File: config.mk
export PLATFORM = sky130hd
export DESIGN_NAME = user_lock_write_arbiter
export DESIGN_NICKNAME = d
export VERILOG_FILES = /design/src/rtl/user_lock_write_arbiter.sv
export SDC_FILE = /design/constraint.sdc
export NUM_CORES = 1
export LEC_CHECK = 0
export ABC_AREA = 0
export CELL_PAD_IN_SITES_DETAIL_PLACEMENT = 1
export CELL_PAD_IN_SITES_GLOBAL_PLACEMENT = 1
export CORE_ASPECT_RATIO = 1.4
export CORE_MARGIN = 2
export CORE_UTILIZATION = 34
export DETAILED_ROUTE_END_ITERATION = 16
export GPL_ROUTABILITY_DRIVEN = 0
export GPL_TIMING_DRIVEN = 0
export PLACE_DENSITY = 0.87
export SYNTH_ARGS = -nofsm -noshare
export SYNTH_HDL_FRONTEND = slang
export SYNTH_SLANG_ARGS = --single-unit
File: constraint.sdc
create_clock -name clk -period 3.3 [get_ports clk]
set_input_delay 0.99 -clock clk [delete_from_list [all_inputs] [get_ports clk]]
set_output_delay 0.99 -clock clk [all_outputs]
set_load 0.005 [all_outputs]
File: src/rtl/user_lock_write_arbiter.sv
// Round-robin write arbiter for the user-locked register: only OWNER_ID commits, others are denied.
// Optional violation counting and timed lockout are enabled by defining ULR_ARB_LOCKOUT_EN.
module user_lock_write_arbiter #(
  parameter int         DATA_W         = 8,
  parameter logic [1:0] OWNER_ID       = 2'h2,
  parameter int         VIOL_MAX       = 3,
  parameter int         LOCKOUT_CYCLES = 16
) (
  input  logic                clk,
  input  logic                rst_n,
  input  logic [3:0]          req,
  input  logic [4*DATA_W-1:0] wdata,
  output logic [3:0]          gnt,
  output logic [3:0]          deny,
  output logic                reg_wr_en,
  output logic [1:0]          reg_usr_id,
  output logic [DATA_W-1:0]   reg_data,
  output logic [DATA_W-1:0]   data_out,
  output logic                locked_out,
  output logic [1:0]          viol_cnt
);

  if (VIOL_MAX < 1 || VIOL_MAX > 3 || LOCKOUT_CYCLES < 1 || LOCKOUT_CYCLES > 256) begin : g_bad_cfg
    $error("user_lock_write_arbiter: VIOL_MAX must be 1..3 and LOCKOUT_CYCLES 1..256");
  end

`ifdef ULR_ARB_LOCKOUT_EN
  typedef enum logic [1:0] {IDLE, DECIDE, LOCKOUT} state_t;
`else
  typedef enum logic [1:0] {IDLE, DECIDE} state_t;
`endif

  state_t              state_q, state_d;
  logic [1:0]          ptr_q, ptr_d;
  logic [1:0]          sel_q, sel_d;
  logic [DATA_W-1:0]   cap_q, cap_d;
  logic [3:0]          gnt_q, gnt_d;
  logic [3:0]          deny_q, deny_d;
  logic                wr_en_q, wr_en_d;
  logic [1:0]          usr_id_q, usr_id_d;
  logic [DATA_W-1:0]   reg_data_q, reg_data_d;
  logic [DATA_W-1:0]   data_out_q, data_out_d;
  logic [3:0]          elig;
`ifdef ULR_ARB_LOCKOUT_EN
  logic [1:0]          viol_q, viol_d, viol_nxt;
  logic                locked_q, locked_d;
  logic [7:0]          lk_cnt_q, lk_cnt_d;
`endif

  // First eligible requester at or after ptr, wrapping modulo 4.
  function automatic logic [1:0] rr_pick(input logic [3:0] el, input logic [1:0] ptr);
    logic [1:0] idx;
    logic       found;
    rr_pick = ptr;
    found   = 1'b0;
    for (int k = 0; k < 4; k++) begin
      idx = ptr + 2'(k);
      if (!found && el[idx]) begin
        rr_pick = idx;
        found   = 1'b1;
      end
    end
  endfunction

  always_comb begin
    state_d    = state_q;
    ptr_d      = ptr_q;
    sel_d      = sel_q;
    cap_d      = cap_q;
    gnt_d      = 4'b0;
    deny_d     = 4'b0;
    wr_en_d    = 1'b0;
    usr_id_d   = usr_id_q;
    reg_data_d = reg_data_q;
    data_out_d = data_out_q;
    // A requester whose pulse is showing this cycle is still holding req; ignore it once.
    elig       = req & ~gnt_q & ~deny_q;
`ifdef ULR_ARB_LOCKOUT_EN
    viol_d     = viol_q;
    viol_nxt   = (viol_q == 2'd3) ? 2'd3 : viol_q + 2'd1;
    locked_d   = locked_q;
    lk_cnt_d   = lk_cnt_q;
`endif
    case (state_q)
      IDLE: begin
        if (|elig) begin
          sel_d   = rr_pick(elig, ptr_q);
          cap_d   = wdata[int'(sel_d)*DATA_W +: DATA_W];
          state_d = DECIDE;
        end
      end
      DECIDE: begin
        ptr_d   = sel_q + 2'd1;
        state_d = IDLE;
        if (sel_q == OWNER_ID) begin
          gnt_d[sel_q] = 1'b1;
          wr_en_d      = 1'b1;
          usr_id_d     = sel_q;
          reg_data_d   = cap_q;
          data_out_d   = cap_q;
        end else begin
          deny_d[sel_q] = 1'b1;
`ifdef ULR_ARB_LOCKOUT_EN
          viol_d = viol_nxt;
          if (viol_nxt == 2'(VIOL_MAX)) begin
            state_d  = LOCKOUT;
            locked_d = 1'b1;
            lk_cnt_d = 8'(LOCKOUT_CYCLES - 1);
          end
`endif
        end
      end
`ifdef ULR_ARB_LOCKOUT_EN
      LOCKOUT: begin
        if (lk_cnt_q == 8'd0) begin
          viol_d   = 2'd0;
          locked_d = 1'b0;
          state_d  = IDLE;
        end else begin
          lk_cnt_d = lk_cnt_q - 8'd1;
        end
      end
`endif
      default: state_d = IDLE;
    endcase
  end

  always_ff @(posedge clk) begin
    if (rst_n) begin
      state_q    <= IDLE;
      ptr_q      <= 2'd0;
      gnt_q      <= 4'b0;
      deny_q     <= 4'b0;
      wr_en_q    <= 1'b0;
      usr_id_q   <= 2'd0;
      reg_data_q <= '0;
      data_out_q <= '0;
`ifdef ULR_ARB_LOCKOUT_EN
      viol_q     <= 2'd0;
      locked_q   <= 1'b0;
      lk_cnt_q   <= 8'd0;
`endif
    end else begin
      state_q    <= state_d;
      ptr_q      <= ptr_d;
      gnt_q      <= gnt_d;
      deny_q     <= deny_d;
      wr_en_q    <= wr_en_d;
      usr_id_q   <= usr_id_d;
      reg_data_q <= reg_data_d;
      data_out_q <= data_out_d;
`ifdef ULR_ARB_LOCKOUT_EN
      viol_q     <= viol_d;
      locked_q   <= locked_d;
      lk_cnt_q   <= lk_cnt_d;
`endif
    end
  end

  // Selection and captured data are only consumed in DECIDE, so they need no reset.
  always_ff @(posedge clk) begin
    sel_q <= sel_d;
    cap_q <= cap_d;
  end

  assign gnt        = gnt_q;
  assign deny       = deny_q;
  assign reg_wr_en  = wr_en_q;
  assign reg_usr_id = usr_id_q;
  assign reg_data   = reg_data_q;
  assign data_out   = data_out_q;
`ifdef ULR_ARB_LOCKOUT_EN
  assign locked_out = locked_q;
  assign viol_cnt   = viol_q;
`else
  assign locked_out = 1'b0;
  assign viol_cnt   = 2'd0;
`endif

endmodule

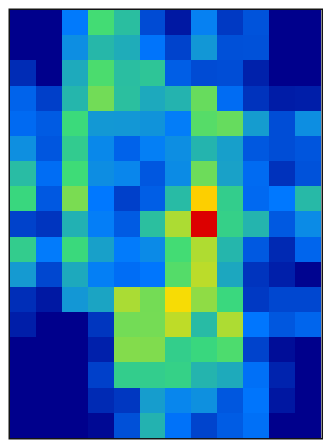
Fig. 1. Routed metal per tile (run 1).
The die is cut into 12 by 17 equal tiles; dark blue is low, red is high, scaled to the fullest tile. Values are wire area over tile area, all layers added.
- fullest tile: 0.41
- nearly empty tiles: 16%
- tiles over half the peak: 13%
- mean over tiles: 0.11

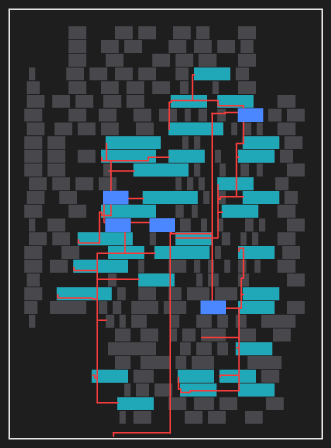
Fig. 2. Clock network drawn from the DEF (run 1).
- cyan: flip-flops (count 32)
- blue: clock-net drivers (count 5)
- red: clock wires (length 400 µm)
- routed clock nets: 6

==> flow_metrics.tcl, run 1 <==
# metrics dict for downstream scripts
set metrics [dict create \
    cts_resized 0 \
    maxCapViolations 0 \
    crit_path_end_kind "flop" \
    whs_path_depth 2 \
    ys.warnings.count 0 \
    combPwrFrac_pct 26.1 \
    ctsRootBufferMaster "clkbuf_8" \
    avgSynthCellArea_um2 11.0 \
    synth.most_common_cell "mux2i_1" \
    clkSlewWorstSetupHoldPaths_ps 60 \
    cts_buffer_depth 2 \
    yosys_area_um2 1580 \
    clkbuf_count 6 \
    largest_area_cell "dfxtp_1" \
    max_stage_delay_ps 800 \
    clock_latency_ps 280 \
    logic_gate_count 96 \
    path_cells "clkdlybuf4s50_1, or3b_4, and2b_1, a21oi_1" \
    antenna_found_initial 0 \
    grt.overflow.total 0 \
    crit_buf_inv 1 \
    flop_area_um2 741 \
    top_area_share_pct 27.8 \
    slowest_stage "a21oi_1" \
    place_inst 273 \
    finalMaxSlewViolations 0 \
    edf_count 10 \
    clock_sinks 32 \
    vias_per_cell 4.57 \
    skew_ps 5.34 \
    cts_hold_buf 0 \
    place_hpwl_um 2910 \
    die_w_um 61.7 \
    fin_ws_ps 365 \
    ys_ff 32 \
    hold_start "reg_usr_id[1]" \
    p_leak_nw 0.936 \
    final.period_utilization_pct 88.9 \
    clock_power_share_pct 28.4 \
    comb_area_um2 723 \
    fp_util_pct 35.2 \
    row_count 29 \
    tool_warnings 29 \
    irDropWorstVdd_mv 0.243 \
    seq_cells 32 \
    crit_end "sel_q[0]" \
    cts_buffers 5 \
    num_io_pins 68 \
    netlist_top_cells_count "26 x mux2i_1, 22 x dfxtp_1, 21 x nand2_1" \
    setup_viol 0 \
    status "completed" \
    cts_setup_buffers 0 \
    routed_wl_um 3610 \
    synth-seq-area-share_pct 46.8 \
    drc 0 \
    r2r-start "deny[0]" \
    synth_cell_types 27 \
    cts_tree "done" \
    wl_per_cell_um 12.8 \
    rsz0062_at_grt "false" \
    grtUsageTotal_pct 15.7 \
    maxSlewHeadroom_pct 32.1 \
    cp.depth 4 \
    drive_above_1_share_pct 13.2 \
    clk-power_mw 0.303 \
    antenna_cells 0 \
    r2r-end "sel_q[0]" \
    inv_count 3 \
    critPathTopFamily "AND-OR/OR-AND gates" \
    drt_first_pass_iters 4 \
    finalHoldViolations 0 \
]
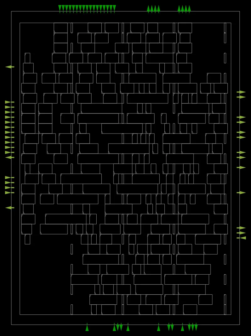
Fig. 3. Placed standard cells (run 1).
Final Util: 53.4%
Fillers: 533
Core Region: 4500 µm²
Tapcell Cnt: 62

run 1: layer usage:
metal	vias up	wire (µm)	share of wire, %	track usage [%]
met5	-	0	0	0
met3	5	106	2.9	2.93
li1	629	-	-	-
met4	0	79	2.2	6.96
met2	36	2090	58	28.2
met1	614	1340	37	16.9
run 1: cell families after synthesis:
group / Yosys count / share of synthesized area, %
flip-flops: 32 / 46.8
buffers and inverters: 19 / 8.22
AND-OR/OR-AND: 20 / 9.72
adder cells (fa/ha/maj): 4 / 3.16
AND/OR/NAND/NOR: 42 / 15.4
other: 1 / 0.237
multiplexers: 26 / 16.4
run 1: through the flow:
stage	cell area, µm²	hold WS (ps)
floorplan	1590	453
global placement	2310	446
detailed placement	2310	449
CTS	2400	458
global route	2400	507
finish	2400	455
Fig. 4: run 1, sequential cells coloured by netlist name
Bar = 20 µm.
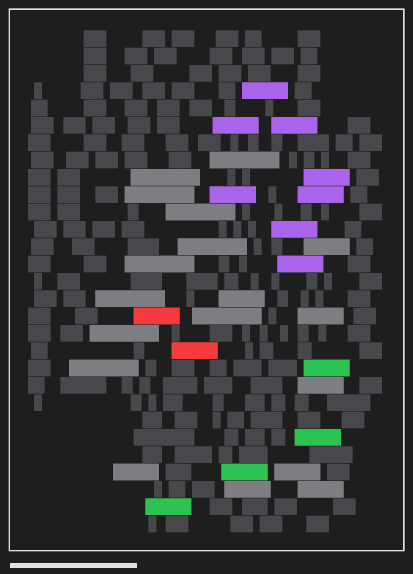

--- run 2 (diff from run 1) ---
CORE_UTILIZATION = 28   (was 34)
MAX_ROUTING_LAYER = met4   (was default)
PLACE_DENSITY = 0.77   (was 0.87)
clock period = 2.6 ns   (was 3.3 ns; I/O delays follow)
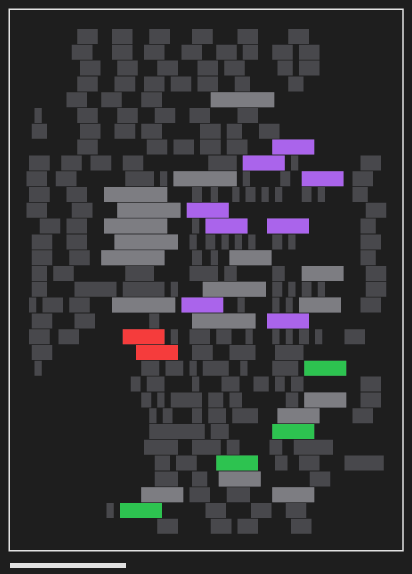
Fig. 5. Sequential cells coloured by netlist name (run 2).
Bar = 20 µm.
- red: ptr_q (flops 2)
- purple: data_out (flops 8)
- green: deny (flops 4)
- not coloured: 18

==> run 2 against run 1 <==
Global-route usage down 2.8 points; core utilization decreased by 8.8 points; synthesized cell count unchanged; sequential cell count is the same; hold slack improved by 4.7 ps; critical path depth is 3 higher; combinational power grew 33%; clock skew up 2.3 ps; sequential power up 26%; via count down 1.1%; highest routed layer unchanged.
==> flow_metrics.tcl, run 2 <==
# metrics dict for downstream scripts
set metrics [dict create \
    fill_cells 616 \
    wl_met1_um 1400 \
    busiest_layer "met2" \
    fmax_mhz 399 \
    setup_viol 0 \
    cts_hold_buf 0 \
    synth_cell_types 27 \
    synthXorXnorAreaFrac_pct 0 \
    finalMaxSlewViolations 0 \
    clock_sinks 32 \
    clkSlewWorstSetupHoldPaths_ps 60 \
    worstMarginPinSlew_ps 615 \
    edf_count 10 \
    synth-seq-area-share_pct 46.8 \
    place_hpwl_um 2850 \
    grtUsageTotal_pct 12.9 \
    cts_buffers 5 \
    route.met2.wl_um 2010 \
    top_logic_kind "multiplexers" \
    ys_ff 32 \
    met3_usage_pct 2.19 \
    path_cells "clkdlybuf4s50_1, or3b_4, a311oi_4, a21oi_4, buf_12, mux2i_1, mux2i_1" \
    finalHoldViolations 0 \
    drc 0 \
    cp.depth 7 \
    use_met2_pct 22.0 \
    irDropWorstVdd_mv 0.298 \
    fa_ha_area_share_pct 3.16 \
    synth.most_common_cell "mux2i_1" \
    compound_area_share_pct 9.72 \
    grt_pass1_vias 1272 \
    utilization_pct 44.7 \
    p_leak_nw 0.956 \
    cts_resized 1 \
    yosys-mux-area-fraction_pct 16.4 \
    area_share_nonclk_buffers_pct 32.4 \
    routed_wl_um 3630 \
    grt.overflow.total 0 \
    tap_cells 68 \
    flop_area_um2 741 \
    cts_tree "done" \
    yosys_area_um2 1580 \
    tool_warnings 29 \
    final.period_utilization_pct 96.3 \
    row_count 32 \
    highest_layer "met4" \
    whs_path_depth 2 \
    crit_path_end_kind "flop" \
    die_w_um 67.5 \
    cts_setup_buffers 1 \
    crit_buf_inv 2 \
    antenna_found_initial 0 \
    grt_use_met1_pct 14.0 \
    logic_gate_count 96 \
    ctsRootBufferMaster "clkbuf_8" \
    drt_first_pass_iters 4 \
    dr_wl_met3_um 138 \
    core_um2 5490 \
    netlist_top_cells_count "26 x mux2i_1, 22 x dfxtp_1, 21 x nand2_1" \
    ys_sh_simple_pct 15.4 \
    fin_area_um2 2450 \
    critPathTopFamily "buffers and inverters" \
    max_stage_delay_ps 460 \
    status "completed" \
    avgSynthCellArea_um2 11.0 \
    postRouteAntennaNets 0 \
    ys.warnings.count 0 \
    antenna_cells 0 \
    vias_per_cell 4.38 \
    clkbuf_count 6 \
    num_io_pins 68 \
    slowest_stage "clkdlybuf4s50_1" \
    wl_per_cell_um 12.5 \
    largest_area_cell "dfxtp_1" \
    placed_area_um2 2320 \
    inv_count 3 \
    seq_cells 32 \
    top_area_share_pct 27.8 \
    cts_buffer_depth 2 \
]
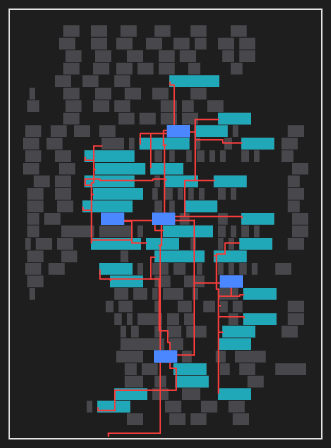
Fig. 6. Clock network drawn from the DEF (run 2).
share of total power in the clock network: 28.6%
final setup skew: 7.63 ps
later-pin clock latency in the skew report: 280 ps
power in the clock group: 0.394 mW

-- run 2: cell counts after synthesis --
No cell type changed its count.
-- run 2: worst paths after layout --
kind / from / endpoint / slack, ps
setup reg to reg: gnt[2] / cap_q[2] / 720
hold reg to reg: reg_usr_id[1] / reg_usr_id[1] / 460
setup / recovery: req[2] / cap_q[2] / 100
hold / removal: reg_usr_id[1] / reg_usr_id[1] / 460
-- run 2: power breakdown --
group | total, mW | internal [mW] | switching [mW]
registers | 0.614 | 0.582 | 0.0320
logic | 0.370 | 0.219 | 0.151
clock network | 0.394 | 0.211 | 0.183
total | 1.38 | 1.01 | 0.366
-- run 2: tightest hold or removal path: stages, from the launching register on --
cell	delay, ps
dfxtp_1	310
nand2_1	50
a21oi_1	50
Power figures rest on the tool's default switching activity, not on a simulated workload.
